<file path="config.mk">
export PLATFORM = sky130hd
export DESIGN_NAME = lane_collector
export DESIGN_NICKNAME = d
export VERILOG_FILES = /design/src/rtl/lane_collector.sv
export SDC_FILE = /design/constraint.sdc
export NUM_CORES = 1
export LEC_CHECK = 0
export ABC_AREA = 1
export ABC_CLOCK_PERIOD_IN_PS = 5600
export CAP_MARGIN = 20
export CORE_MARGIN = 2
export CORE_UTILIZATION = 45
export DETAILED_ROUTE_END_ITERATION = 16
export HOLD_SLACK_MARGIN = 0.08
export PLACE_DENSITY_LB_ADDON = 0.3
export SYNTH_ARGS = -nofsm -noshare
export SYNTH_HDL_FRONTEND = slang
export SYNTH_SLANG_ARGS = --single-unit
</file>
<file path="constraint.sdc">
create_clock -name clk -period 5.6 [get_ports clk]
set_clock_uncertainty 0.15 [all_clocks]
set_input_delay 1.12 -clock clk [delete_from_list [all_inputs] [get_ports clk]]
set_output_delay 1.12 -clock clk [all_outputs]
set_load 0.005 [all_outputs]
</file>
<file path="src/rtl/lane_collector.sv">
// lane_collector
//   Receive side of the parity-steered lane router. Each valid beat recovers
//   one bit from the four routed lanes by undoing the parity-keyed swap,
//   accumulates bits per logical channel into FRAME_BITS-wide frames, and
//   presents completed {channel, frame} pairs through a 2-entry FIFO with a
//   valid/ready handshake.
//
//   Optional feature macro: LANE_CHECK_EN
//     defined   : stray activity on any non-selected lane sets sticky lane_err
//     undefined : no checking logic, lane_err tied to 0
module lane_collector #(
    parameter int FRAME_BITS = 4
) (
    input  logic                  clk,
    input  logic                  rst,
    input  logic                  in_valid,
    input  logic [1:0]            sel,
    input  logic [3:0]            key,
    input  logic                  lane0,
    input  logic                  lane1,
    input  logic                  lane2,
    input  logic                  lane3,
    output logic                  out_valid,
    input  logic                  out_ready,
    output logic [1:0]            out_chan,
    output logic [FRAME_BITS-1:0] out_data,
    output logic                  overflow,
    output logic                  lane_err
);

    localparam int CW = $clog2(FRAME_BITS + 1);

    // ------------------------------------------------------------------
    // Lane recovery
    // ------------------------------------------------------------------
    logic [3:0] lane_vec;
    logic [1:0] phys;
    logic       rx_bit;

    assign lane_vec = {lane3, lane2, lane1, lane0};
    // Odd key parity keeps the direct lane, even parity uses the complement.
    assign phys     = (^key) ? sel : ~sel;
    assign rx_bit   = lane_vec[phys];

    // ------------------------------------------------------------------
    // Per-channel frame assembly
    // ------------------------------------------------------------------
    logic [FRAME_BITS-1:0] sr  [4];
    logic [CW-1:0]         cnt [4];

    logic [CW-1:0]         cnt_inc;
    logic [FRAME_BITS-1:0] sr_new;
    logic                  complete;

    assign cnt_inc  = cnt[sel] + 1'b1;
    assign sr_new   = {sr[sel][FRAME_BITS-2:0], rx_bit};
    assign complete = in_valid && (cnt_inc == CW'(FRAME_BITS));

    // Shift the recovered bit into the addressed channel; a completed frame
    // always restarts its counter, even when the FIFO drops the frame.
    always_ff @(posedge clk or posedge rst) begin
        if (rst) begin
            for (int c = 0; c < 4; c++) begin
                sr[c]  <= '0;
                cnt[c] <= '0;
            end
        end else if (in_valid) begin
            sr[sel] <= sr_new;
            if (complete)
                cnt[sel] <= '0;
            else
                cnt[sel] <= cnt_inc;
        end
    end

    // ------------------------------------------------------------------
    // 2-entry output FIFO
    // ------------------------------------------------------------------
    logic [1:0]            mem_chan [2];
    logic [FRAME_BITS-1:0] mem_data [2];
    logic                  wr_ptr;
    logic                  rd_ptr;
    logic [1:0]            count;

    logic full;
    logic pop;
    logic push_ok;
    logic drop;

    assign full    = (count == 2'd2);
    assign pop     = out_valid & out_ready;
    // A pop in the same cycle frees the slot, so a full FIFO still accepts.
    assign push_ok = complete & (~full | pop);
    assign drop    = complete & full & ~pop;

    // FIFO storage write; contents need no reset because count gates reads.
    always_ff @(posedge clk) begin
        if (push_ok) begin
            mem_chan[wr_ptr] <= sel;
            mem_data[wr_ptr] <= sr_new;
        end
    end

    // FIFO pointers, occupancy and the registered overflow pulse.
    always_ff @(posedge clk or posedge rst) begin
        if (rst) begin
            wr_ptr   <= 1'b0;
            rd_ptr   <= 1'b0;
            count    <= 2'd0;
            overflow <= 1'b0;
        end else begin
            overflow <= drop;
            if (push_ok)
                wr_ptr <= ~wr_ptr;
            if (pop)
                rd_ptr <= ~rd_ptr;
            case ({push_ok, pop})
                2'b10:   count <= count + 2'd1;
                2'b01:   count <= count - 2'd1;
                default: count <= count;
            endcase
        end
    end

    // Head is read straight from storage; zeroed while the FIFO is empty.
    assign out_valid = (count != 2'd0);
    assign out_chan  = out_valid ? mem_chan[rd_ptr] : 2'd0;
    assign out_data  = out_valid ? mem_data[rd_ptr] : '0;

    // ------------------------------------------------------------------
    // Optional stray-lane check
    // ------------------------------------------------------------------
`ifdef LANE_CHECK_EN
    logic [3:0] phys_mask;
    logic       stray;

    assign phys_mask = 4'b0001 << phys;
    assign stray     = |(lane_vec & ~phys_mask);

    // Sticky flag: any non-selected lane high during a beat.
    always_ff @(posedge clk or posedge rst) begin
        if (rst)
            lane_err <= 1'b0;
        else if (in_valid && stray)
            lane_err <= 1'b1;
    end
`else
    assign lane_err = 1'b0;
`endif

endmodule

</file>
run_1/m1.png
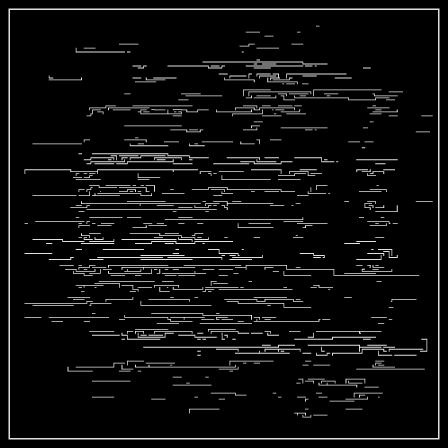
longest straight run = 23.5 µm
share of all routed wire = 43%

run_1/m2.png
The bar under the picture is 20 µm long. Cells faint in the background.
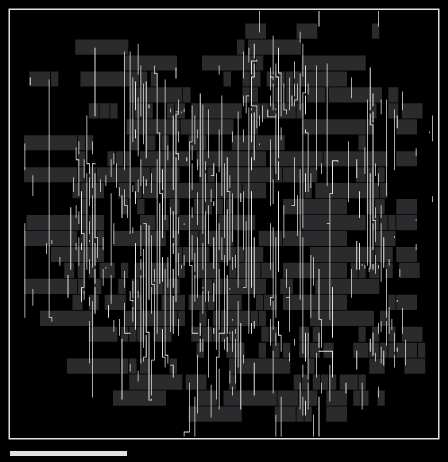
longest straight run = 40.5 µm
wire length on this layer = 2220 µm
wirelength, routed: 4453 µm
grt met2 use: 0.3202

==> flow_summary.json, run 1 <==
{
  "rsz0062_at_grt": "no",
  "grt_start_max_net_pins": 22,
  "mostFrequentLayoutCells": "76 x nand2_1, 29 x dfrtp_1, 27 x inv_1, 21 x clkdlybuf4s50_1, 17 x nor2_1",
  "slew_viol_final": 0,
  "logic_area_um2": 907.1,
  "tns_ns": 0,
  "vdd_drop_max_v": 0.0001675,
  "drtIter0Drc": 140,
  "drtPass1Iterations": 4,
  "min_period_ns": 4.062,
  "synthToLayoutAreaGrowth_pct": 17.25,
  "clkSinkCount": 41,
  "xor_share": 0.01637,
  "cts_buffer_depth": 2,
  "inverters": 33,
  "fp_util": 0.4591,
  "yosysChipArea_um2": 2140,
  "r2r_end": "mem_chan[1][1]",
  "flops": 41,
  "status": "complete, no violations",
  "clkTransAtPathRegs_ns": 0.08,
  "largest_cell_class": "flip-flops and latches",
  "num-nonclk-buffers": 22,
  "chipArea_um2": 5322,
  "yosys.area_share.adder": 0.01170,
  "r2r_start": "cnt[9]",
  "avgRoutedWirePerCell_um": 13.70,
  "top_area_frac": 0.3392,
  "fin_total_pwr_mw": 0.9520,
  "highest_layer": "met4",
  "finalHoldViolations": 0,
  "max_cap_viol_count": 0,
  "cts_resized": 0,
  "power_density_nw_per_um2": 379.5,
  "grt_pass1_wl_um": 7686
}
run_1/m3.png
The bar under the picture is 20 µm long.
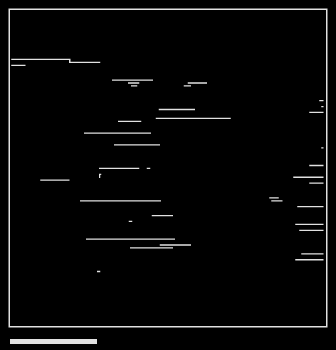
wire length on this layer = 224 µm
nets with wire on the layer = 30

run_1/congestion_map.png
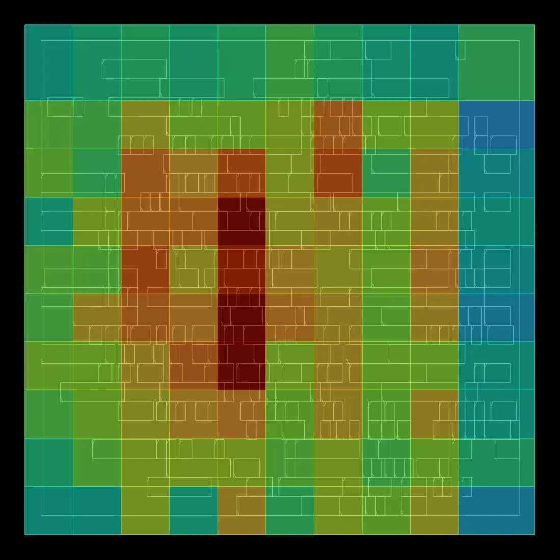
grt met3 use: 0.04696
busiest grt layer: met2
Tot GR Track Use: 0.1931

==> run 1: flip-flops by register name (all words and copies together), names as in the netlist <==
register and flops:
rd_ptr 1, cnt 12, count 2, wr_ptr 1, overflow 1, sr 12, mem_chan 4, mem_data 8
==> run 1: power breakdown <==
| part | total (mW) | internal, mW | leakage (nW) | switching, mW |
|---|---|---|---|---|
| Clock | 0.187 | 0.0859 | 0.0439 | 0.101 |
| Sequential | 0.430 | 0.380 | 0.468 | 0.0499 |
| Combinational | 0.335 | 0.145 | 0.650 | 0.190 |
==> run 1: critical path, delay by kind of cell <==
kind	cells	cell delay, ns
fa+ha+maj	1	0.24
buf+inv	5	1.10
compound gates	3	0.51
simple gates	5	0.88
run_1/closeup.png
The bar under the picture is 5 µm long. Region (8, 45) to (28, 65) µm. Cells in grey, sequential cells in the stronger grey; small squares are vias.
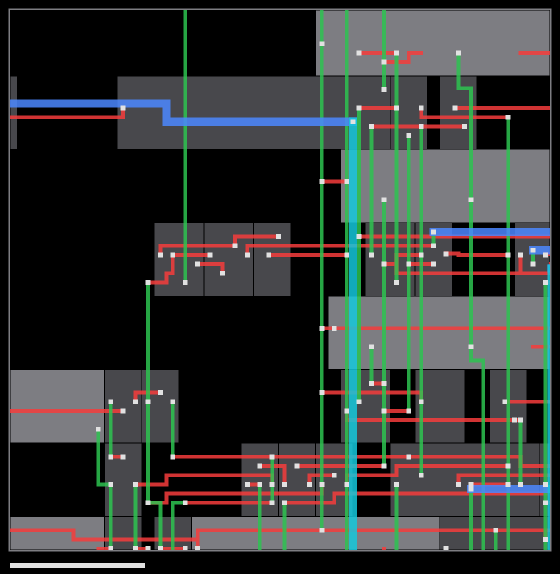

## Run 2: what changed since run 1
ABC_CLOCK_PERIOD_IN_PS = 3800   (was 5600)
clock period = 3.8 ns   (was 5.6 ns; I/O delays follow)
run_2/closeup.png
The bar under the picture is 5 µm long. Region (8, 45) to (28, 65) µm. Cells in grey, sequential cells in the stronger grey; small squares are vias.
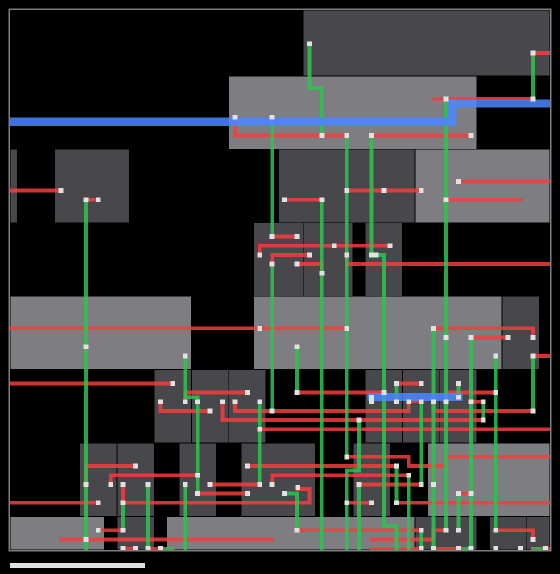
M3 -> blue
M2 -> green
M1 -> red
netlist names of flops here include = `sr` (3), `cnt` (1)
sequential cells in the window = 4
cells with their middle in the window = 22
most frequent = nand2_1 (10), dfrtp_1 (4)

==> flow_summary.json, run 2 <==
{
  "top_usage_layer": "met2",
  "timing.critical_path.to": "mem_chan[1][1]",
  "yosysChipArea_um2": 2140,
  "tns_ns": 0,
  "drtPass1Iterations": 4,
  "wl_met1_um": 1886,
  "globalRouteOverflowTotal": 0,
  "slew_viol_final": 0,
  "top_area_frac": 0.3392,
  "totalWireLength_um": 3984,
  "fin_crit_sh": 0.8569,
  "grt_start_max_net_pins": 30,
  "avgRoutedWirePerCell_um": 12.07,
  "yosys.area_share.adder": 0.01170,
  "reg_top3": "cnt x12, sr x12, mem_data x8",
  "fp_util": 0.4591,
  "xor_share": 0.01637,
  "clkSinkCount": 41,
  "status": "complete, no violations",
  "finalHoldViolations": 0,
  "max_cap_viol_count": 0,
  "met3_usage": 0.04144,
  "grtUsageTotal": 0.1640,
  "crit_path_end_kind": "flip-flop",
  "met2_usage": 0.2768,
  "clkTransAtPathRegs_ns": 0.08,
  "synthToLayoutAreaGrowth_pct": 19.42,
  "crit_family": "buffers and inverters",
  "rsz0062_at_grt": "no",
  "cts_resized": 0,
  "r2r_slack_ns": 1.51,
  "mostFrequentLayoutCells": "76 x nand2_1, 29 x dfrtp_1, 27 x inv_1, 21 x clkdlybuf4s50_1, 17 x nor2_1",
  "drtIter0Drc": 128,
  "crit_buf_inv": 6,
  "highest_layer": "met4",
  "chipArea_um2": 5322,
  "grt_pass1_wl_um": 6617,
  "cts_buffer_depth": 2,
  "cp_num_cells": 15
}
run_2/m1.png
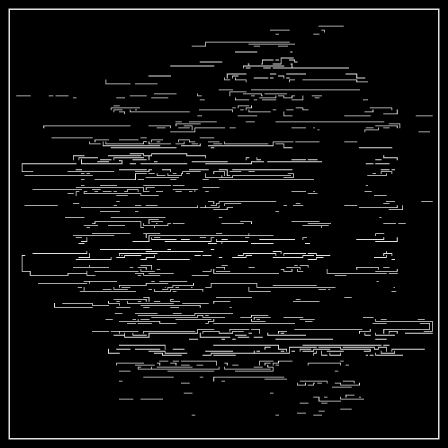
main direction = horizontal
wire length on this layer = 1890 µm
nets with wire on the layer = 270
longest straight run = 21.2 µm
share of all routed wire = 47%

[run 2: where the power goes]
| part | internal, mW | switching [mW] |
|---|---|---|
| logic | 0.216 | 0.270 |
| registers | 0.560 | 0.0694 |
| clock network | 0.197 | 0.153 |
| total | 0.973 | 0.492 |
[run 2: layout make-up]
| class | instances | area [µm²] |
|---|---|---|
| Inverter | 33 | 123.9 |
| Fill cell | 416 | 2106 |
| Multi-Input combinational cell | 167 | 907.1 |
| Clock inverter | 3 | 46.29 |
| Tap cell | 54 | 67.56 |
| Sequential cell | 41 | 1086 |
| Clock buffer | 5 | 68.82 |
| Timing Repair Buffer | 27 | 255.2 |
Power figures rest on the tool's default switching activity, not on a simulated workload.
